===== config.mk =====
export PLATFORM = sky130hd
export DESIGN_NAME = led_blink_bank_flat
export DESIGN_NICKNAME = d
export VERILOG_FILES = /design/src/rtl/led_blink_bank_pkg.sv /design/src/rtl/led_blink_bank_if.sv /design/src/rtl/led_channel.sv /design/src/rtl/led_blink_bank.sv /design/src/flat_wrapper.sv
export SDC_FILE = /design/constraint.sdc
export NUM_CORES = 1
export LEC_CHECK = 0
export CORE_UTILIZATION = 60
export DETAILED_ROUTE_END_ITERATION = 16
export PLACE_DENSITY = 0.87
export SKIP_CTS_REPAIR_TIMING = 1
export SLEW_MARGIN = 40
export SYNTH_ARGS = -nofsm -noshare
export SYNTH_HDL_FRONTEND = slang
export SYNTH_HIERARCHICAL = 1
export SYNTH_SLANG_ARGS = --single-unit

===== constraint.sdc =====
create_clock -name CLK -period 6.5 [get_ports CLK]
set_clock_uncertainty 0.2 [all_clocks]
set_input_delay 0.975 -clock CLK [delete_from_list [all_inputs] [get_ports CLK]]
set_output_delay 0.975 -clock CLK [all_outputs]
set_load 0.005 [all_outputs]

===== src/rtl/led_blink_bank_pkg.sv =====
// Shared definitions for the LED channel bank.
// Contents:
//   mode_t           2-bit channel mode encoding
//   MODE_*           mode values (OFF, ON, BLINK, PWM)
//   led_at_align()   LED level a channel shows on the cycle its counter is realigned to 0
package led_bank_pkg;

  typedef logic [1:0] mode_t;

  localparam mode_t MODE_OFF   = 2'd0;
  localparam mode_t MODE_ON    = 2'd1;
  localparam mode_t MODE_BLINK = 2'd2;
  localparam mode_t MODE_PWM   = 2'd3;

  // At cnt == 0 a BLINK channel is in its low half-period and a PWM channel is high
  // whenever it has any duty at all.
  function automatic logic led_at_align(mode_t mode, logic duty_nz);
    return (mode == MODE_ON) || ((mode == MODE_PWM) && duty_nz);
  endfunction

endpackage


===== src/rtl/led_blink_bank_if.sv =====
// Configuration bus for led_blink_bank.
// Signals:
//   cfg_we    one-cycle write strobe
//   cfg_ch    target channel
//   cfg_mode  channel mode (mode_t)
//   cfg_div   period length minus 1
//   cfg_duty  PWM high cycles per period
//   cfg_err   one-cycle pulse after a write to a non-existent channel
// Modports: master drives the write fields, slave (the bank) returns cfg_err.
interface led_blink_bank_if #(
  parameter int unsigned CH_W  = 2,
  parameter int unsigned CNT_W = 24
) ();
  import led_bank_pkg::*;

  logic             cfg_we;
  logic [CH_W-1:0]  cfg_ch;
  mode_t            cfg_mode;
  logic [CNT_W-1:0] cfg_div;
  logic [CNT_W-1:0] cfg_duty;
  logic             cfg_err;

  modport master (
    output cfg_we, cfg_ch, cfg_mode, cfg_div, cfg_duty,
    input  cfg_err
  );

  modport slave (
    input  cfg_we, cfg_ch, cfg_mode, cfg_div, cfg_duty,
    output cfg_err
  );

endinterface


===== src/rtl/led_channel.sv =====
// One LED channel: config registers, period counter, registered LED and tick.
// Ports:
//   CLK        clock
//   rst_n      synchronous active-low reset (to BLINK, DEF_DIV, duty 0)
//   i_load     load i_mode/i_div/i_duty and realign the counter
//   i_restart  realign the counter keeping the current configuration
//   i_mode, i_div, i_duty  configuration fields taken on i_load
//   o_led      registered LED output
//   o_tick     high for the cycle following each period wrap (BLINK/PWM only)
module led_channel
  import led_bank_pkg::*;
#(
  parameter int unsigned CNT_W   = 24,
  parameter int unsigned DEF_DIV = 12_499_999
) (
  input  logic             CLK,
  input  logic             rst_n,
  input  logic             i_load,
  input  logic             i_restart,
  input  mode_t            i_mode,
  input  logic [CNT_W-1:0] i_div,
  input  logic [CNT_W-1:0] i_duty,
  output logic             o_led,
  output logic             o_tick
);

  mode_t            r_mode;
  logic [CNT_W-1:0] r_div;
  logic [CNT_W-1:0] r_duty;
  logic [CNT_W-1:0] r_cnt;
  logic             r_led;
  logic             r_tick;

  logic             w_wrap;
  logic [CNT_W-1:0] w_cnt_next;

  // cnt never exceeds div, so the equality compare is the whole wrap condition.
  assign w_wrap     = (r_cnt == r_div);
  assign w_cnt_next = w_wrap ? '0 : r_cnt + CNT_W'(1);

  always_ff @(posedge CLK) begin
    if (!rst_n) begin
      r_mode <= MODE_BLINK;
      r_div  <= CNT_W'(DEF_DIV);
      r_duty <= '0;
      r_cnt  <= '0;
      r_led  <= 1'b0;
      r_tick <= 1'b0;
    end else if (i_load || i_restart) begin
      // A load alone and a load coinciding with restart end in the same aligned state.
      if (i_load) begin
        r_mode <= i_mode;
        r_div  <= i_div;
        r_duty <= i_duty;
        r_led  <= led_at_align(i_mode, |i_duty);
      end else begin
        r_led  <= led_at_align(r_mode, |r_duty);
      end
      r_cnt  <= '0;
      r_tick <= 1'b0;
    end else begin
      unique case (r_mode)
        MODE_OFF: begin
          r_cnt  <= '0;
          r_led  <= 1'b0;
          r_tick <= 1'b0;
        end
        MODE_ON: begin
          r_cnt  <= '0;
          r_led  <= 1'b1;
          r_tick <= 1'b0;
        end
        MODE_BLINK: begin
          r_cnt  <= w_cnt_next;
          r_led  <= r_led ^ w_wrap;
          r_tick <= w_wrap;
        end
        MODE_PWM: begin
          r_cnt  <= w_cnt_next;
          // Compare against the next count so LED stays in phase with cnt.
          r_led  <= (w_cnt_next < r_duty);
          r_tick <= w_wrap;
        end
      endcase
    end
  end

  assign o_led  = r_led;
  assign o_tick = r_tick;

endmodule


===== src/rtl/led_blink_bank.sv =====
// Bank of N_CH independent LED channels with runtime-programmable mode/period/duty.
// Ports:
//   CLK           sole clock
//   rst_n         synchronous active-low reset
//   cfg           configuration bus (slave modport): write strobe, channel, fields, cfg_err
//   sync_restart  realigns every channel's counter and phase in the same cycle
//   LED           registered channel outputs
//   tick          per-channel one-cycle pulse after each period wrap
module led_blink_bank
  import led_bank_pkg::*;
#(
  parameter int unsigned N_CH    = 4,
  parameter int unsigned CNT_W   = 24,
  parameter int unsigned DEF_DIV = 12_499_999,
  parameter int unsigned CH_W    = (N_CH > 1) ? $clog2(N_CH) : 1
) (
  input  logic             CLK,
  input  logic             rst_n,
  led_blink_bank_if.slave  cfg,
  input  logic             sync_restart,
  output logic [N_CH-1:0]  LED,
  output logic [N_CH-1:0]  tick
);

  logic [N_CH-1:0] w_load;
  logic            w_bad_wr;
  logic            r_cfg_err;

  // Out-of-range channel numbers match no decode below, so a bad write touches nothing.
  assign w_bad_wr = cfg.cfg_we && (32'(cfg.cfg_ch) >= N_CH);

  always_ff @(posedge CLK) begin
    if (!rst_n) begin
      r_cfg_err <= 1'b0;
    end else begin
      r_cfg_err <= w_bad_wr;
    end
  end

  assign cfg.cfg_err = r_cfg_err;

  for (genvar g = 0; g < N_CH; g++) begin : g_ch
    assign w_load[g] = cfg.cfg_we && (cfg.cfg_ch == CH_W'(g));

    led_channel #(
      .CNT_W   (CNT_W),
      .DEF_DIV (DEF_DIV)
    ) u_ch (
      .CLK       (CLK),
      .rst_n     (rst_n),
      .i_load    (w_load[g]),
      .i_restart (sync_restart),
      .i_mode    (cfg.cfg_mode),
      .i_div     (cfg.cfg_div),
      .i_duty    (cfg.cfg_duty),
      .o_led     (LED[g]),
      .o_tick    (tick[g])
    );
  end

endmodule


===== src/flat_wrapper.sv =====
// flat-port wrapper written by rule: the top's interface ports become plain ports
module led_blink_bank_flat import led_bank_pkg::*;
#(
  parameter int unsigned N_CH    = 4,
  parameter int unsigned CNT_W   = 24,
  parameter int unsigned DEF_DIV = 12_499_999,
  parameter int unsigned CH_W    = (N_CH > 1) ? $clog2(N_CH) : 1
)
  (CLK, rst_n, sync_restart, LED, tick, cfg_cfg_we, cfg_cfg_ch, cfg_cfg_mode, cfg_cfg_div, cfg_cfg_duty, cfg_cfg_err);
  led_blink_bank_if #(.CH_W(CH_W), .CNT_W(CNT_W)) cfg_i ();
  input  logic CLK;
  input  logic rst_n;
  input  logic sync_restart;
  output logic [N_CH-1:0] LED;
  output logic [N_CH-1:0] tick;
  input wire logic [$bits(cfg_i.cfg_we)-1:0] cfg_cfg_we;
  input wire logic [$bits(cfg_i.cfg_ch)-1:0] cfg_cfg_ch;
  input wire logic [$bits(cfg_i.cfg_mode)-1:0] cfg_cfg_mode;
  input wire logic [$bits(cfg_i.cfg_div)-1:0] cfg_cfg_div;
  input wire logic [$bits(cfg_i.cfg_duty)-1:0] cfg_cfg_duty;
  output wire logic [$bits(cfg_i.cfg_err)-1:0] cfg_cfg_err;
  assign cfg_i.cfg_we = cfg_cfg_we;
  assign cfg_i.cfg_ch = cfg_cfg_ch;
  assign cfg_i.cfg_mode = cfg_cfg_mode;
  assign cfg_i.cfg_div = cfg_cfg_div;
  assign cfg_i.cfg_duty = cfg_cfg_duty;
  assign cfg_cfg_err = cfg_i.cfg_err;
  led_blink_bank #(.N_CH(N_CH), .CNT_W(CNT_W), .DEF_DIV(DEF_DIV), .CH_W(CH_W)) u_core (.CLK(CLK), .rst_n(rst_n), .cfg(cfg_i), .sync_restart(sync_restart), .LED(LED), .tick(tick));
endmodule

Figure 1. Pin placement.
Drawn at 2 px/um. Pins as bars across the die edge, other pins in grey.
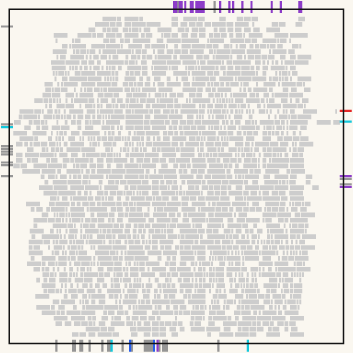
`cfg_cfg_err`: shown in red, pins 1, direction output, edge right. `cfg_cfg_mode`: shown in blue, pins 2, direction input, edge bottom. `tick`: shown in cyan, pins 4, direction output, edge 2 bottom, 1 right, 1 left. `cfg_cfg_div`: shown in purple, pins 24, direction input, edge 21 top, 2 right, 1 bottom.
All pins by edge: 26 bottom, 23 top, 10 left, 6 right.
Port Buffers: 63
die height: 166.3 um
Die W: 166.3 um

Figure 2. Clock routing.
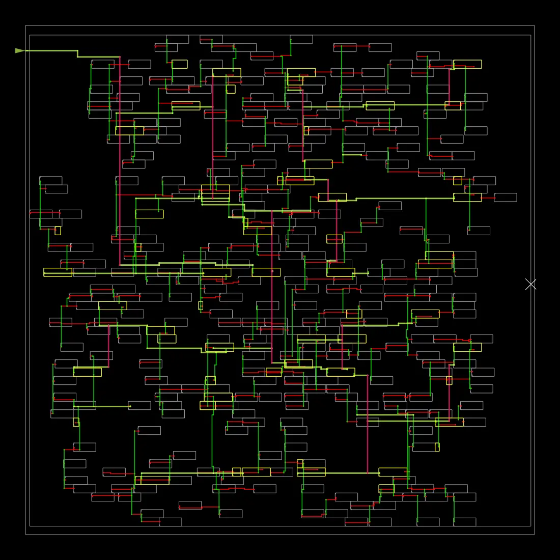
seq_cells: 304
# clk buffers: 47
CTS Buf Count: 34
clock sink count: 304

Figure 3. Signal wires by layer.
Drawn at 1.5 px/um.
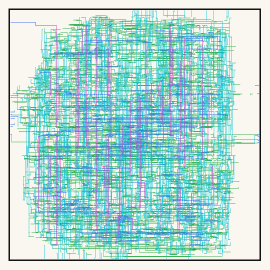
M1: shown in green, wire length 18700 um. M2: shown in cyan, wire length 20.9 mm. M3: shown in blue, wire length 3670 um. M4: shown in magenta, wire length 3310 um.

==> flow_metrics.py <==
# Flow results
metrics = {
    "status": {
        "status": "complete, but fails checks",
        "violations": "DRC",
    },
    "setup_path": {
        "ff2ff_setup_slack_ns": 2.51,
        "r2r-start": "u_core/g_ch[2].u_ch/r_cnt[3]",
        "worstSetupEndpoint": "u_core/g_ch[2].u_ch/o_led",
        "worstPathCellList": "and4_1, nand4_4, nor3_1, nand3_1, xor2_1, nor2_1, ha_1, a21oi_1, o21ai_0, a32o_1, nor4b_1, nand3b_1, a32oi_1",
        "critical_path_depth": 13,
        "worst_ep_arrival_time_ns": 4.23,
    },
    "final_layout": {
        "bufAreaShareNonClock_pct": 4.049,
        "nonClockInverterCount": 105,
        "seqCellArea_mm2": 0.006086,
        "clk_share_pct": 6.150,
        "comb_area_share_pct": 51.66,
        "n_fill_cell": 1909,
        "mi_logic_area_mm2": 0.009353,
        "final_layout_size_suffix_gt1_share_pct": 4.930,
        "nets": 1994,
    },
    "flow_run": {
        "warnings": 26,
        "maxCapViolCount": 0,
    },
    "detailed_routing": {
        "first_iter_violations": 1335,
        "vias_per_cell": 6.142,
        "via_count": 13536,
        "route.final.wire_length_um": 46600,
        "drt-met1-wl_um": 18670,
        "firstDrtPassIters": 11,
        "wl_met2_um": 20940,
        "drcViolationCount": 2,
    },
    "cts": {
        "cts_root_buf": "clkbuf_16",
        "worstSkewPairLatency_ns": 0.52,
    },
    "yosys": {
        "common_cells": "dfxtp_1, nor2_1, mux2i_1",
        "edf_count": 0,
        "ys_area_mm2": 0.01620,
        "syn_area_per_cell_um2": 8.977,
        "adder_share_pct": 7.413,
        "flop_cell": "dfxtp_1",
        "synthMuxAreaShare_pct": 12.17,
        "synthAoiAreaFrac_pct": 4.123,
        "simple_gate_share_pct": 23.99,
        "top_cell": "dfxtp_1",
        "ys_types": 68,
        "top_cells_by_area": "dfxtp_1, mux2i_1, ha_1, xor2_1, nor2_1",
    },
    "place": {
        "postPlaceCellArea_mm2": 0.01696,
        "dpl.hpwl_um": 31000,
        "gp_congestion": 0.9535,
    },
    "timing": {
        "finalMaxSlewViolations": 0,
        "slew_headroom_pct": 42.78,
        "worst_pin_slew_ns": 0.8556,
        "rsz0062_at_grt": "false",
        "hold_slack_ns": 0.3017,
        "min_period_ns": 3.989,
    },
    "pwr": {
        "comb_power_share_pct": 9.1,
        "pg_comb_mw": 0.388,
        "p_clk_mw": 1.91,
        "power.group.top": "sequential cells",
        "intPower_mw": 3.192,
        "swShare_pct": 24.94,
        "vdd_drop_max_uv": 247.8,
    },
    "global_route": {
        "grt_pass1_vias": 13395,
        "grt_first_pass_wirelength_um": 71960,
        "grt.met2_usage_pct": 52.08,
        "grt_use_total_pct": 33.06,
    },
    "worst_hold_path": {
        "holdCritStartpoint": "u_core/g_ch[3].u_ch/r_div[21]",
    },
    "die": {
        "core_util_floorplan_pct": 61.66,
        "fp-row-count": 59,
        "tapCellCount": 335,
        "die-area_mm2": 0.02767,
    },
}
Power is estimated from default activity; no workload was simulated.
